[src/rtl/mem_sp_arb_if.sv]
// Bundle of both requester channels and the single-port memory side of mem_sp_arb.
// The arbiter uses the slave modport; requesters and the memory model use master.
interface mem_sp_arb_if #(
    parameter int MEM_DATAWIDTH = 128,
    parameter int MEM_ADDRWIDTH = 14
);
    localparam int WEW = (MEM_DATAWIDTH + 7) / 8;

    logic                     a_req_valid;
    logic                     a_req_ready;
    logic [WEW-1:0]           a_req_we;
    logic [MEM_ADDRWIDTH-1:0] a_req_addr;
    logic [MEM_DATAWIDTH-1:0] a_req_wdata;
    logic                     a_rsp_valid;
    logic [MEM_DATAWIDTH-1:0] a_rsp_rdata;

    logic                     b_req_valid;
    logic                     b_req_ready;
    logic [WEW-1:0]           b_req_we;
    logic [MEM_ADDRWIDTH-1:0] b_req_addr;
    logic [MEM_DATAWIDTH-1:0] b_req_wdata;
    logic                     b_rsp_valid;
    logic [MEM_DATAWIDTH-1:0] b_rsp_rdata;

    logic                     mem_en;
    logic [WEW-1:0]           mem_we;
    logic [MEM_ADDRWIDTH-1:0] mem_addr;
    logic [MEM_DATAWIDTH-1:0] mem_din;
    logic [MEM_DATAWIDTH-1:0] mem_dout;

    modport slave (
        input  a_req_valid, a_req_we, a_req_addr, a_req_wdata,
        output a_req_ready, a_rsp_valid, a_rsp_rdata,
        input  b_req_valid, b_req_we, b_req_addr, b_req_wdata,
        output b_req_ready, b_rsp_valid, b_rsp_rdata,
        output mem_en, mem_we, mem_addr, mem_din,
        input  mem_dout
    );

    modport master (
        output a_req_valid, a_req_we, a_req_addr, a_req_wdata,
        input  a_req_ready, a_rsp_valid, a_rsp_rdata,
        output b_req_valid, b_req_we, b_req_addr, b_req_wdata,
        input  b_req_ready, b_rsp_valid, b_rsp_rdata,
        input  mem_en, mem_we, mem_addr, mem_din,
        output mem_dout
    );
endinterface

[src/rtl/mem_sp_arb.sv]
// Round-robin arbiter sharing one single-port memory between requesters A and B,
// routing each read response back to its issuer after READ_LATENCY cycles.
module mem_sp_arb #(
    parameter int MEM_DATAWIDTH = 128,
    parameter int MEM_ADDRWIDTH = 14,
    parameter int READ_LATENCY  = 1
) (
    input  logic           clk,
    input  logic           reset,
    mem_sp_arb_if.slave    bus
);
    localparam int WEW = (MEM_DATAWIDTH + 7) / 8;

    typedef enum logic {
        PORT_A = 1'b0,
        PORT_B = 1'b1
    } port_e;

    port_e                   lastGrant_q, lastGrant_d;
    logic [READ_LATENCY-1:0] pipeValid_q, pipeValid_d;
    logic [READ_LATENCY-1:0] pipeIsB_q, pipeIsB_d;

    logic grantA;
    logic grantB;
    logic accepted;
    logic readAccepted;

    // On contention the port that did not win last time is granted.
    always_comb begin
        grantA = 1'b0;
        grantB = 1'b0;
        if (!reset) begin
            if (bus.a_req_valid && bus.b_req_valid) begin
                grantA = (lastGrant_q == PORT_B);
                grantB = (lastGrant_q == PORT_A);
            end else begin
                grantA = bus.a_req_valid;
                grantB = bus.b_req_valid;
            end
        end
    end

    assign accepted     = grantA | grantB;
    assign readAccepted = accepted && (bus.mem_we == '0);

    assign bus.a_req_ready = grantA;
    assign bus.b_req_ready = grantB;

    assign bus.mem_en   = accepted;
    assign bus.mem_we   = grantA ? bus.a_req_we : (grantB ? bus.b_req_we : {WEW{1'b0}});
    assign bus.mem_addr = grantB ? bus.b_req_addr  : bus.a_req_addr;
    assign bus.mem_din  = grantB ? bus.b_req_wdata : bus.a_req_wdata;

    always_comb begin
        lastGrant_d = lastGrant_q;
        if (grantA) begin
            lastGrant_d = PORT_A;
        end else if (grantB) begin
            lastGrant_d = PORT_B;
        end

        pipeValid_d    = pipeValid_q;
        pipeIsB_d      = pipeIsB_q;
        pipeValid_d[0] = readAccepted;
        pipeIsB_d[0]   = grantB;
        for (int i = 1; i < READ_LATENCY; i++) begin
            pipeValid_d[i] = pipeValid_q[i-1];
            pipeIsB_d[i]   = pipeIsB_q[i-1];
        end
    end

    always_ff @(posedge clk) begin
        if (reset) begin
            lastGrant_q <= PORT_B;
            pipeValid_q <= '0;
            pipeIsB_q   <= '0;
        end else begin
            lastGrant_q <= lastGrant_d;
            pipeValid_q <= pipeValid_d;
            pipeIsB_q   <= pipeIsB_d;
        end
    end

    // Responses carry no backpressure; the last stage names the receiving port.
    assign bus.a_rsp_valid = !reset && pipeValid_q[READ_LATENCY-1] && !pipeIsB_q[READ_LATENCY-1];
    assign bus.b_rsp_valid = !reset && pipeValid_q[READ_LATENCY-1] &&  pipeIsB_q[READ_LATENCY-1];
    assign bus.a_rsp_rdata = bus.mem_dout;
    assign bus.b_rsp_rdata = bus.mem_dout;

endmodule

[src/flat_wrapper.sv]
// flat-port wrapper written by rule: the top's interface ports become plain ports
module mem_sp_arb_flat 
#(
    parameter int MEM_DATAWIDTH = 128,
    parameter int MEM_ADDRWIDTH = 14,
    parameter int READ_LATENCY  = 1
)
  (clk, reset, bus_a_req_valid, bus_a_req_we, bus_a_req_addr, bus_a_req_wdata, bus_a_req_ready, bus_a_rsp_valid, bus_a_rsp_rdata, bus_b_req_valid, bus_b_req_we, bus_b_req_addr, bus_b_req_wdata, bus_b_req_ready, bus_b_rsp_valid, bus_b_rsp_rdata, bus_mem_en, bus_mem_we, bus_mem_addr, bus_mem_din, bus_mem_dout);
  mem_sp_arb_if #(.MEM_DATAWIDTH(MEM_DATAWIDTH), .MEM_ADDRWIDTH(MEM_ADDRWIDTH)) bus_i ();
  input  logic clk;
  input  logic reset;
  input wire logic [$bits(bus_i.a_req_valid)-1:0] bus_a_req_valid;
  input wire logic [$bits(bus_i.a_req_we)-1:0] bus_a_req_we;
  input wire logic [$bits(bus_i.a_req_addr)-1:0] bus_a_req_addr;
  input wire logic [$bits(bus_i.a_req_wdata)-1:0] bus_a_req_wdata;
  output wire logic [$bits(bus_i.a_req_ready)-1:0] bus_a_req_ready;
  output wire logic [$bits(bus_i.a_rsp_valid)-1:0] bus_a_rsp_valid;
  output wire logic [$bits(bus_i.a_rsp_rdata)-1:0] bus_a_rsp_rdata;
  input wire logic [$bits(bus_i.b_req_valid)-1:0] bus_b_req_valid;
  input wire logic [$bits(bus_i.b_req_we)-1:0] bus_b_req_we;
  input wire logic [$bits(bus_i.b_req_addr)-1:0] bus_b_req_addr;
  input wire logic [$bits(bus_i.b_req_wdata)-1:0] bus_b_req_wdata;
  output wire logic [$bits(bus_i.b_req_ready)-1:0] bus_b_req_ready;
  output wire logic [$bits(bus_i.b_rsp_valid)-1:0] bus_b_rsp_valid;
  output wire logic [$bits(bus_i.b_rsp_rdata)-1:0] bus_b_rsp_rdata;
  output wire logic [$bits(bus_i.mem_en)-1:0] bus_mem_en;
  output wire logic [$bits(bus_i.mem_we)-1:0] bus_mem_we;
  output wire logic [$bits(bus_i.mem_addr)-1:0] bus_mem_addr;
  output wire logic [$bits(bus_i.mem_din)-1:0] bus_mem_din;
  input wire logic [$bits(bus_i.mem_dout)-1:0] bus_mem_dout;
  assign bus_i.a_req_valid = bus_a_req_valid;
  assign bus_i.a_req_we = bus_a_req_we;
  assign bus_i.a_req_addr = bus_a_req_addr;
  assign bus_i.a_req_wdata = bus_a_req_wdata;
  assign bus_a_req_ready = bus_i.a_req_ready;
  assign bus_a_rsp_valid = bus_i.a_rsp_valid;
  assign bus_a_rsp_rdata = bus_i.a_rsp_rdata;
  assign bus_i.b_req_valid = bus_b_req_valid;
  assign bus_i.b_req_we = bus_b_req_we;
  assign bus_i.b_req_addr = bus_b_req_addr;
  assign bus_i.b_req_wdata = bus_b_req_wdata;
  assign bus_b_req_ready = bus_i.b_req_ready;
  assign bus_b_rsp_valid = bus_i.b_rsp_valid;
  assign bus_b_rsp_rdata = bus_i.b_rsp_rdata;
  assign bus_mem_en = bus_i.mem_en;
  assign bus_mem_we = bus_i.mem_we;
  assign bus_mem_addr = bus_i.mem_addr;
  assign bus_mem_din = bus_i.mem_din;
  assign bus_i.mem_dout = bus_mem_dout;
  mem_sp_arb #(.MEM_DATAWIDTH(MEM_DATAWIDTH), .MEM_ADDRWIDTH(MEM_ADDRWIDTH), .READ_LATENCY(READ_LATENCY)) u_core (.clk(clk), .reset(reset), .bus(bus_i));
endmodule
[config.mk]
export PLATFORM = sky130hd
export DESIGN_NAME = mem_sp_arb_flat
export DESIGN_NICKNAME = d
export VERILOG_FILES = /design/src/rtl/mem_sp_arb_if.sv /design/src/rtl/mem_sp_arb.sv /design/src/flat_wrapper.sv
export SDC_FILE = /design/constraint.sdc
export NUM_CORES = 1
export LEC_CHECK = 0
export CORE_AREA = 4 4 335 337
export CTS_CLUSTER_SIZE = 10
export DETAILED_ROUTE_END_ITERATION = 6
export DIE_AREA = 0 0 339 341
export PLACE_DENSITY_LB_ADDON = 0.1
export RECOVER_POWER = 25
export SLEW_MARGIN = 20
export SYNTH_ARGS = -nofsm -noshare
export SYNTH_HDL_FRONTEND = slang
export SYNTH_SLANG_ARGS = --single-unit
[constraint.sdc]
create_clock -name clk -period 4.65 [get_ports clk]
set_clock_uncertainty 0.2 [all_clocks]
set_input_delay 0.93 -clock clk [delete_from_list [all_inputs] [get_ports clk]]
set_output_delay 0.93 -clock clk [all_outputs]
set_load 0.02 [all_outputs]
Figure 1. Cell classes on the final placement (run 1).
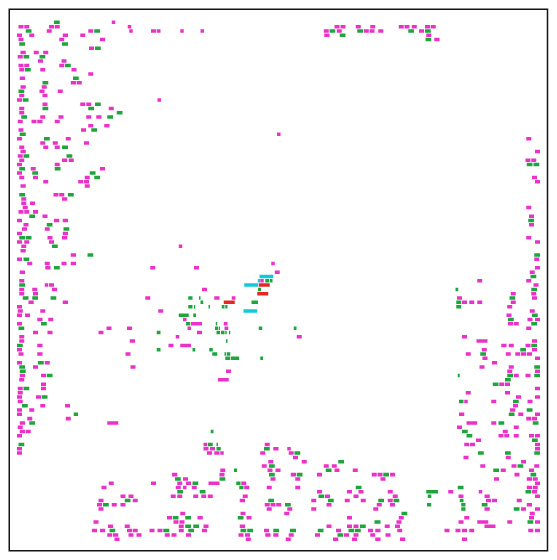
legend:
  red:
    class: flip-flops
    cells: 3
  cyan:
    class: clock drivers and dummy loads
    cells: 4
  green:
    class: all other logic
    cells: 196
  magenta:
    class: other buffers and delay cells
    cells: 496
Final Util: 8.20%
Design Area, Final: 0.00892 mm^2

Figure 2. Metal layers overlaid (run 1).
Bar = 100 um.
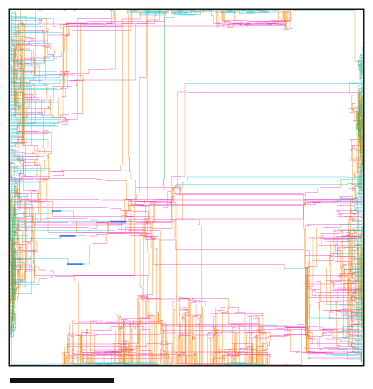
legend:
  cyan:
    layer: met3
    wire_length: 5800 um
  green:
    layer: met4
    wire_length: 1390 um
  magenta:
    layer: met1
    wire_length: 12000 um
  blue:
    layer: met5
    wire_length: 48.8 um
  orange:
    layer: met2
    wire_length: 16300 um
All-Layer GR Usage: 5.74%
Wirelength per Cell: 16.8 um

Figure 3. I/O pins on the die edge (run 1).
Pins as bars across the die edge, other pins in grey.
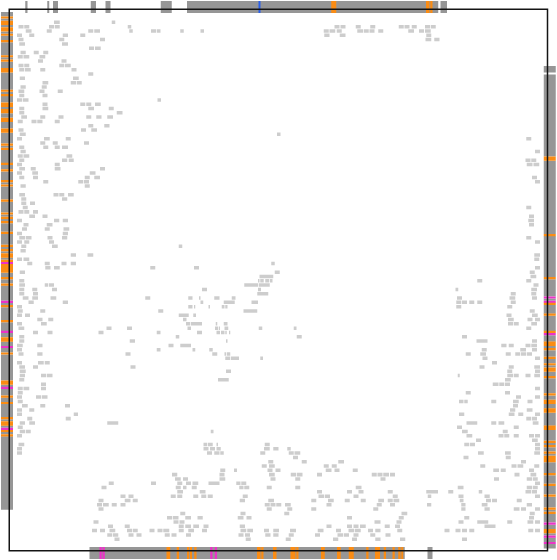
legend:
  blue:
    port: clk
    pins: 1
    direction: input
    edge: north
  magenta:
    port: bus_b_req_we
    pins: 16
    direction: input
    edge: 6 west, 6 east, 4 south
  orange:
    port: bus_b_req_wdata
    pins: 128
    direction: input
    edge: 57 west, 35 east, 30 south, 6 north
all pins by edge: 231 west, 223 east, 219 south, 194 north
I/O Buffers: 482
Die H: 341 um

==> job_summary.md, run 1 <==
## Synthesis and layout report

| Metric | Value |
|---|---|
| #FFs+latches synth | 3 |
| Min-delay worst type | register to register |
| Row count | 121 |
| Post-synth top area cell | buf_4 |
| Syn Std Cell Area | 0.00411 mm^2 |
| Pwr Density | 115 mW/mm^2 |
| Final-stage net count | 1148 |
| Initial antenna violation count | 13 |
| Initial Util | 3.77% |
| Largest net degree at the start of global routing | 46 |
| Yosys cell count | 476 |
| Grt ovf | 0 |
| Crit-path max FO | 23 |
| Via density | 1.99 |
| Max rail drop VDD | 0.0794 mV |
| Max-cap viol count | 0 |
| DRC Markers | 0 |
| Post-DP HPWL | 32.8 mm |
| Post-layout min period | 4.37 ns |
| Log Warnings | 26 |
| Pre-Repair DR Iteration Count | 3 |
| Final Cycle Share | 94.0% |
| Setup bufs post-CTS | 0 |
| Final worst slack | 0.278 ns |
| Max clock buf depth | 2 |
| Crit path DAT | 3.24 ns |
| Status | completed |
-- run 1: worst paths after layout --
check                          start                 end  slack (ns)  cells past startpoint
hold / removal    u_core.lastGrant_q  u_core.lastGrant_q        0.38                      2
hold reg to reg   u_core.lastGrant_q  u_core.lastGrant_q        0.38                      2
setup reg to reg  u_core.lastGrant_q  u_core.pipeValid_q        2.51                      7
setup / recovery     bus_b_req_valid     bus_mem_din[75]        0.28                      7
-- run 1: cell usage in the layout (no fill, tap or decap) --
cell             count
clkdlybuf4s50_1    463
a21oi_1              1
or3_1                1
o31ai_4              1
clkbuf_1             1
and3_1               1
nor4_2               1
nor3b_1              2
mux2i_1              1
clkbuf_16            3
mux2_1              71
or2_2                2
nand2b_2             1
nand4_1              1
o31ai_1              1
or4_1                2
a21boi_0             1
a22o_1               8
a32oi_1              1
dfxtp_1              3
diode_2              4
inv_2                1
buf_12               9
a2111oi_2            1
nand3_1              1
a22o_2               1
and2_1               4
and2_4               1
buf_4               24
a22oi_1              4
nor2b_1              1
a21boi_4             1
mux2_2              71
a32o_1               3
nand2b_1             2
nor2_1               9
-- run 1: through the flow --
step	util [%]	cells	hold slack [ns]	total power (uW)	cell area [um^2]
3_5_place_dp	8.12	2109	0.367	921	8830
5_1_grt	8.19	2113	0.393	1090	8910
6_report	8.20	2117	0.375	1030	8920
4_1_cts	8.19	2113	0.371	1070	8910
2_1_floorplan	-	476	0.317	649	4110
3_3_place_gp	8.12	2109	0.372	929	8830
-- run 1: area by class of cell --
class	count	area (um^2)
clock buffer	4	78.8
antenna	4	10.0
multi-input combinational	195	2010
fill	12657	99900
inverter	1	3.75
tap	1414	1770
timing repair buffer	496	4990
sequential	3	60.1
-- run 1: critical path, stage by stage --
cell	delay, ns
clkdlybuf4s50_1	0.54
a21boi_4	0.20
and2_4	0.20
buf_12	0.18
buf_12	0.21
mux2_1	0.36
clkdlybuf4s50_1	0.58
-- run 1: report_power, final --
group / leakage (uW) / total (uW) / switching [uW] / internal [uW]
combinational: 0.00268 / 864 / 354 / 510
sequential: 0.0000247 / 28.6 / 1.49 / 27.2
clock: 0.0000382 / 137 / 23.7 / 113
total: 0.00275 / 1030 / 379 / 651
-- run 1: metal layers --
layer | vias to the layer above | GRT usage [%] | part of all wire (%)
met5 | - | 0 | 0.14
met2 | 485 | 9.63 | 46
met4 | 8 | 2.37 | 3.9
met3 | 111 | 3.91 | 16
met1 | 1791 | 5.51 | 34
li1 | 1813 | - | -
-- run 1: flip-flops by register name, summed over array words and instances (netlist names) --
name / cells
u_core.lastGrant_q: 1
u_core.pipeIsB_q: 1
u_core.pipeValid_q: 1
-- run 1: cells by family (layout without fill, tap and decap cells) --
logic type             after synthesis  after routing  synth area share [%]
AND-OR/OR-AND                       23             23                  5.45
buffers and inverters              278            501                  49.7
flip-flops                           3              3                  1.46
multiplexers                       143            143                  39.2
other                                0              4                     0
AND/OR/NAND/NOR                     29             29                  4.23
==> run 1 -> run 2 <==
CAP_MARGIN = 20   (was not set)
Figure 4. Cell classes on the final placement (run 2).
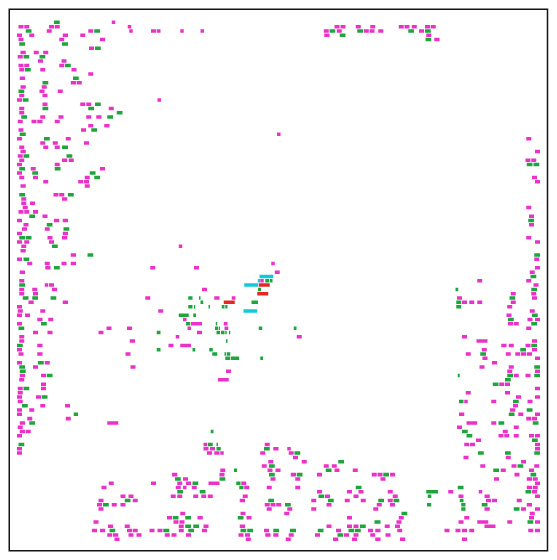
legend:
  magenta:
    class: other buffers and delay cells
    cells: 496
  green:
    class: all other logic
    cells: 196
  cyan:
    class: clock drivers and dummy loads
    cells: 4
  red:
    class: flip-flops
    cells: 3
Core Region: 0.109 mm^2
Seq area share: 0.673%
row count: 121

==> run 2 against run 1 <==
Compared with the run above:
- register-to-register slack hardly changed
- final cell count stayed put
- synthesized cell count unchanged
- design area unchanged
- synthesized area unchanged
- sequential cell count is the same
- worst hold slack unchanged
- critical endpoint unchanged
- largest power group unchanged
- highest routed layer unchanged
==> job_summary.md, run 2 <==
## Synthesis and layout report

| Metric | Value |
|---|---|
| Buf/Inv on CP | 4 (unchanged) |
| Yosys cell count | 476 (unchanged) |
| Final Cycle Share | 94.0% (unchanged) |
| Top Family by Delay on Critical Path | buffers and inverters |
| Min-delay worst type | register to register |
| Syn Std Cell Area | 0.00411 mm^2 (unchanged) |
| Highest-count logic cell in the final layout | clkdlybuf4s50_1 |
| Max clock buf depth | 2 (unchanged) |
| Setup slack, reg-to-reg | 2.51 ns (about the same) |
| Max-cap viol count | 0 (unchanged) |
| Initial antenna violation count | 13 (unchanged) |
| Crit path DAT | 3.24 ns (about the same) |
| CP max stage cell | clkdlybuf4s50_1 |
| DRC Markers | 0 (unchanged) |
| Biggest regs | u_core.lastGrant_q: 1 flops, u_core.pipeIsB_q: 1 flops, u_core.pipeValid_q: 1 flops |
| Status | completed |
| Top cells excl fill/tap | clkdlybuf4s50_1, mux2_1, mux2_2 |
| Post-synth top area cell | buf_4 |
| Pwr Density | 115 mW/mm^2 (unchanged) |
| Via density | 1.99 (unchanged) |
| Crit path cell chain | clkdlybuf4s50_1 -> a21boi_4 -> and2_4 -> buf_12 -> buf_12 -> mux2_1 -> clkdlybuf4s50_1 |
| Crit-path max FO | 23 (unchanged) |
| Grt ovf | 0 (unchanged) |
| All-Layer GR Usage | 5.74% (unchanged) |
| #FFs+latches synth | 3 (unchanged) |
[run 2: cell families (layout without fill, tap and decap cells)]
group | count (synthesis) | count (layout) | share of synthesized area (%)
buf+inv | 278 | 501 | 49.7
mux | 143 | 143 | 39.2
simple gates | 29 | 29 | 4.23
other cells | 0 | 4 | 0
flops | 3 | 3 | 1.46
compound gates | 23 | 23 | 5.45
[run 2: stage by stage]
stage                     cell area, um^2  total power (uW)  utilization [%]  setup slack (ns)  hold WS, ns
after floorplan                      4110               649                -              1.17        0.317
after global placement               8830               929             8.12             0.242        0.372
after detailed placement             8830               921             8.12             0.223        0.367
after CTS                            8910              1070             8.19             0.221        0.371
after global routing                 8910              1090             8.19             0.152        0.393
final                                8920              1030             8.20             0.278        0.375
[run 2: metal layers]
metal	share of wire, %	global-route usage, %
met1	34	5.51
met5	0.14	0
met4	3.9	2.37
met3	16	3.91
met2	46	9.63
[run 2: worst min-delay path, stage by stage (launching register included)]
cell and delay [ns]:
dfxtp_1 0.36, nand2b_1 0.09, nand3_1 0.06
[run 2: cell type report]
cell class / instances / area (um^2) / area share, %
timing repair buffer: 496 / 4990 / 56.0
inverter: 1 / 3.75 / 0.0421
sequential: 3 / 60.1 / 0.673
antenna: 4 / 10.0 / 0.112
tap: 1414 / 1770 / 19.8
clock buffer: 4 / 78.8 / 0.883
multi-input combinational: 195 / 2010 / 22.5
[run 2: path summary, 6_finish.rpt]
check,start,to,cells past startpoint
min reg2reg,u_core.lastGrant_q,u_core.lastGrant_q,2
max reg2reg,u_core.lastGrant_q,u_core.pipeValid_q,7
min,u_core.lastGrant_q,u_core.lastGrant_q,2
max,bus_b_req_valid,bus_mem_din[75],7
[run 2: report_power, final]
group          total [uW]  leakage (uW)  switching (uW)  internal [uW]
logic                 864       0.00268             354            510
registers            28.6     0.0000247            1.49           27.2
clock network         137     0.0000382            23.7            113
total                1030       0.00275             379            651
==> run 2 -> run 3 <==
CAP_MARGIN = 10   (was 20)
CTS_CLUSTER_SIZE = 14   (was 10)
Figure 5. Track usage over the die (run 3).
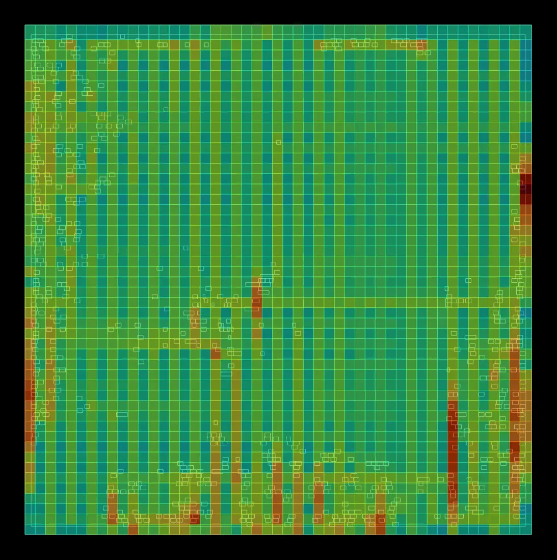
grt peak-use layer: met2
met2 usage: 9.63%
met1 usage: 5.51%
met3 Use GR: 3.91%

==> run 3 against run 2 <==
Compared with the run above:
- critical endpoint unchanged
- largest cell class unchanged
- clock power about the same
- sequential cell count unchanged
- non-clock buffer count unchanged
- design area unchanged
- synthesized cell count unchanged
- worst hold slack unchanged
==> job_summary.md, run 3 <==
## Synthesis and layout report

| Metric | Value |
|---|---|
| Pwr Density | 115 mW/mm^2 (unchanged) |
| Min-delay worst type | register to register |
| Switch Pwr | 379 uW (unchanged) |
| #FFs+latches synth | 3 (unchanged) |
| Row count | 121 (unchanged) |
| Cell count after synthesis | 476 |
| Reg power frac | 2.8% (about the same) |
| Synth top cells by count | buf_4, mux2_1, mux2_2, buf_2, nor2_1 |
| Crit path DAT | 3.24 ns (about the same) |
| Post-Place Setup Slack | 0.223 ns (unchanged) |
| Design Area, Final | 0.00892 mm^2 (unchanged) |
| Syn Std Cell Area | 0.00411 mm^2 (unchanged) |
| Max-cap viol count | 0 (unchanged) |
| Sw frac | 36.8% (unchanged) |
| Final worst slack | 0.278 ns (unchanged) |
| Clock Power Share | 13.3% (about the same) |
| Post-synth top area cell | buf_4 |
| Headroom to the max-slew limit | 66.4% |
| DRC Markers | 0 (unchanged) |
| Initial Util | 3.77% |
| Highest-count logic cell in the final layout | clkdlybuf4s50_1 |
| Worst Path Required | 3.52 ns |
| Total power | 1030 uW (unchanged) |
| Largest cells by area | buf_4, mux2_1, mux2_2 |
| Crit path cell chain | clkdlybuf4s50_1 -> a21boi_4 -> and2_4 -> buf_12 -> buf_12 -> mux2_1 -> clkdlybuf4s50_1 |
| Logic pwr share | 83.9% (about the same) |
| Final Cycle Share | 94.0% (unchanged) |
| CTS tree | yes |
| Clock sinks | 3 |
| Top cells excl fill/tap | clkdlybuf4s50_1, mux2_1, mux2_2 |
| Biggest regs | u_core.lastGrant_q: 1 flops, u_core.pipeIsB_q: 1 flops, u_core.pipeValid_q: 1 flops |
| Via density | 1.99 (unchanged) |
| Setup slack, reg-to-reg | 2.51 ns (about the same) |
| Grt ovf | 0 (unchanged) |
| Core Region | 0.109 mm^2 (unchanged) |
| Yosys cell count | 476 (unchanged) |
| All-Layer GR Usage | 5.74% (unchanged) |
| Register area | 60.1 um^2 (unchanged) |
| Max clock buf depth | 2 (unchanged) |
| Dpl cell area | 0.00883 mm^2 (unchanged) |
| Share of the synthesized area in the top cell type | 46.8% |
| CP max stage cell | clkdlybuf4s50_1 |
| Initial antenna violation count | 13 (unchanged) |
| Final setup violating endpoints | 0 |
| Crit-path max FO | 23 (unchanged) |
| Status | completed |
==> run 3: cell counts after synthesis <==
No cell type changed its count.
==> run 3: critical path, delay by kind of cell <==
| family | cells | cell delay, ns |
|---|---|---|
| compound gates | 1 | 0.20 |
| buf+inv | 4 | 1.51 |
| simple gates | 1 | 0.20 |
| mux | 1 | 0.36 |
==> run 3: worst paths after layout <==
path | startpoint | to | cells after the start
max reg2reg | u_core.lastGrant_q | u_core.pipeValid_q | 7
min | u_core.lastGrant_q | u_core.lastGrant_q | 2
max | bus_b_req_valid | bus_mem_din[75] | 7
min reg2reg | u_core.lastGrant_q | u_core.lastGrant_q | 2
==> run 3: routing by layer <==
layer  global-route usage (%)  share of wire, %
met1                     5.51                34
met2                     9.63                46
met3                     3.91                16
met4                     2.37               3.9
met5                        0              0.14
==> run 3: power by group through the flow <==
stage | Clock (uW) | Combinational (uW) | Sequential (uW)
finish | 137 | 864 | 28.6
global route | 142 | 923 | 28.6
CTS | 140 | 897 | 28.5
detailed placement | 0 | 892 | 28.9
global placement | 0 | 900 | 29.0
floorplan | 0 | 621 | 28.5
==> run 3: stage by stage <==
step	hold WS, ns	util, %
after detailed placement	0.367	8.12
after floorplan	0.317	-
final	0.375	8.20
after global routing	0.393	8.19
after CTS	0.371	8.19
after global placement	0.372	8.12
==> run 3: area by class of cell <==
class                           count  area share (%)
Timing Repair Buffer              496            56.0
Antenna cell                        4           0.112
Sequential cell                     3           0.673
Multi-Input combinational cell    195            22.5
Clock buffer                        4           0.883
Inverter                            1          0.0421
Tap cell                         1414            19.8
==> run 3: logic make-up (layout without fill, tap and decap cells) <==
logic type	count (synthesis)	count (layout)	share of synthesized area, %
AND-OR/OR-AND	23	23	5.45
multiplexers	143	143	39.2
AND/OR/NAND/NOR	29	29	4.23
flip-flops	3	3	1.46
buffers and inverters	278	501	49.7
other	0	4	0
Power and IR drop assume default switching activity.
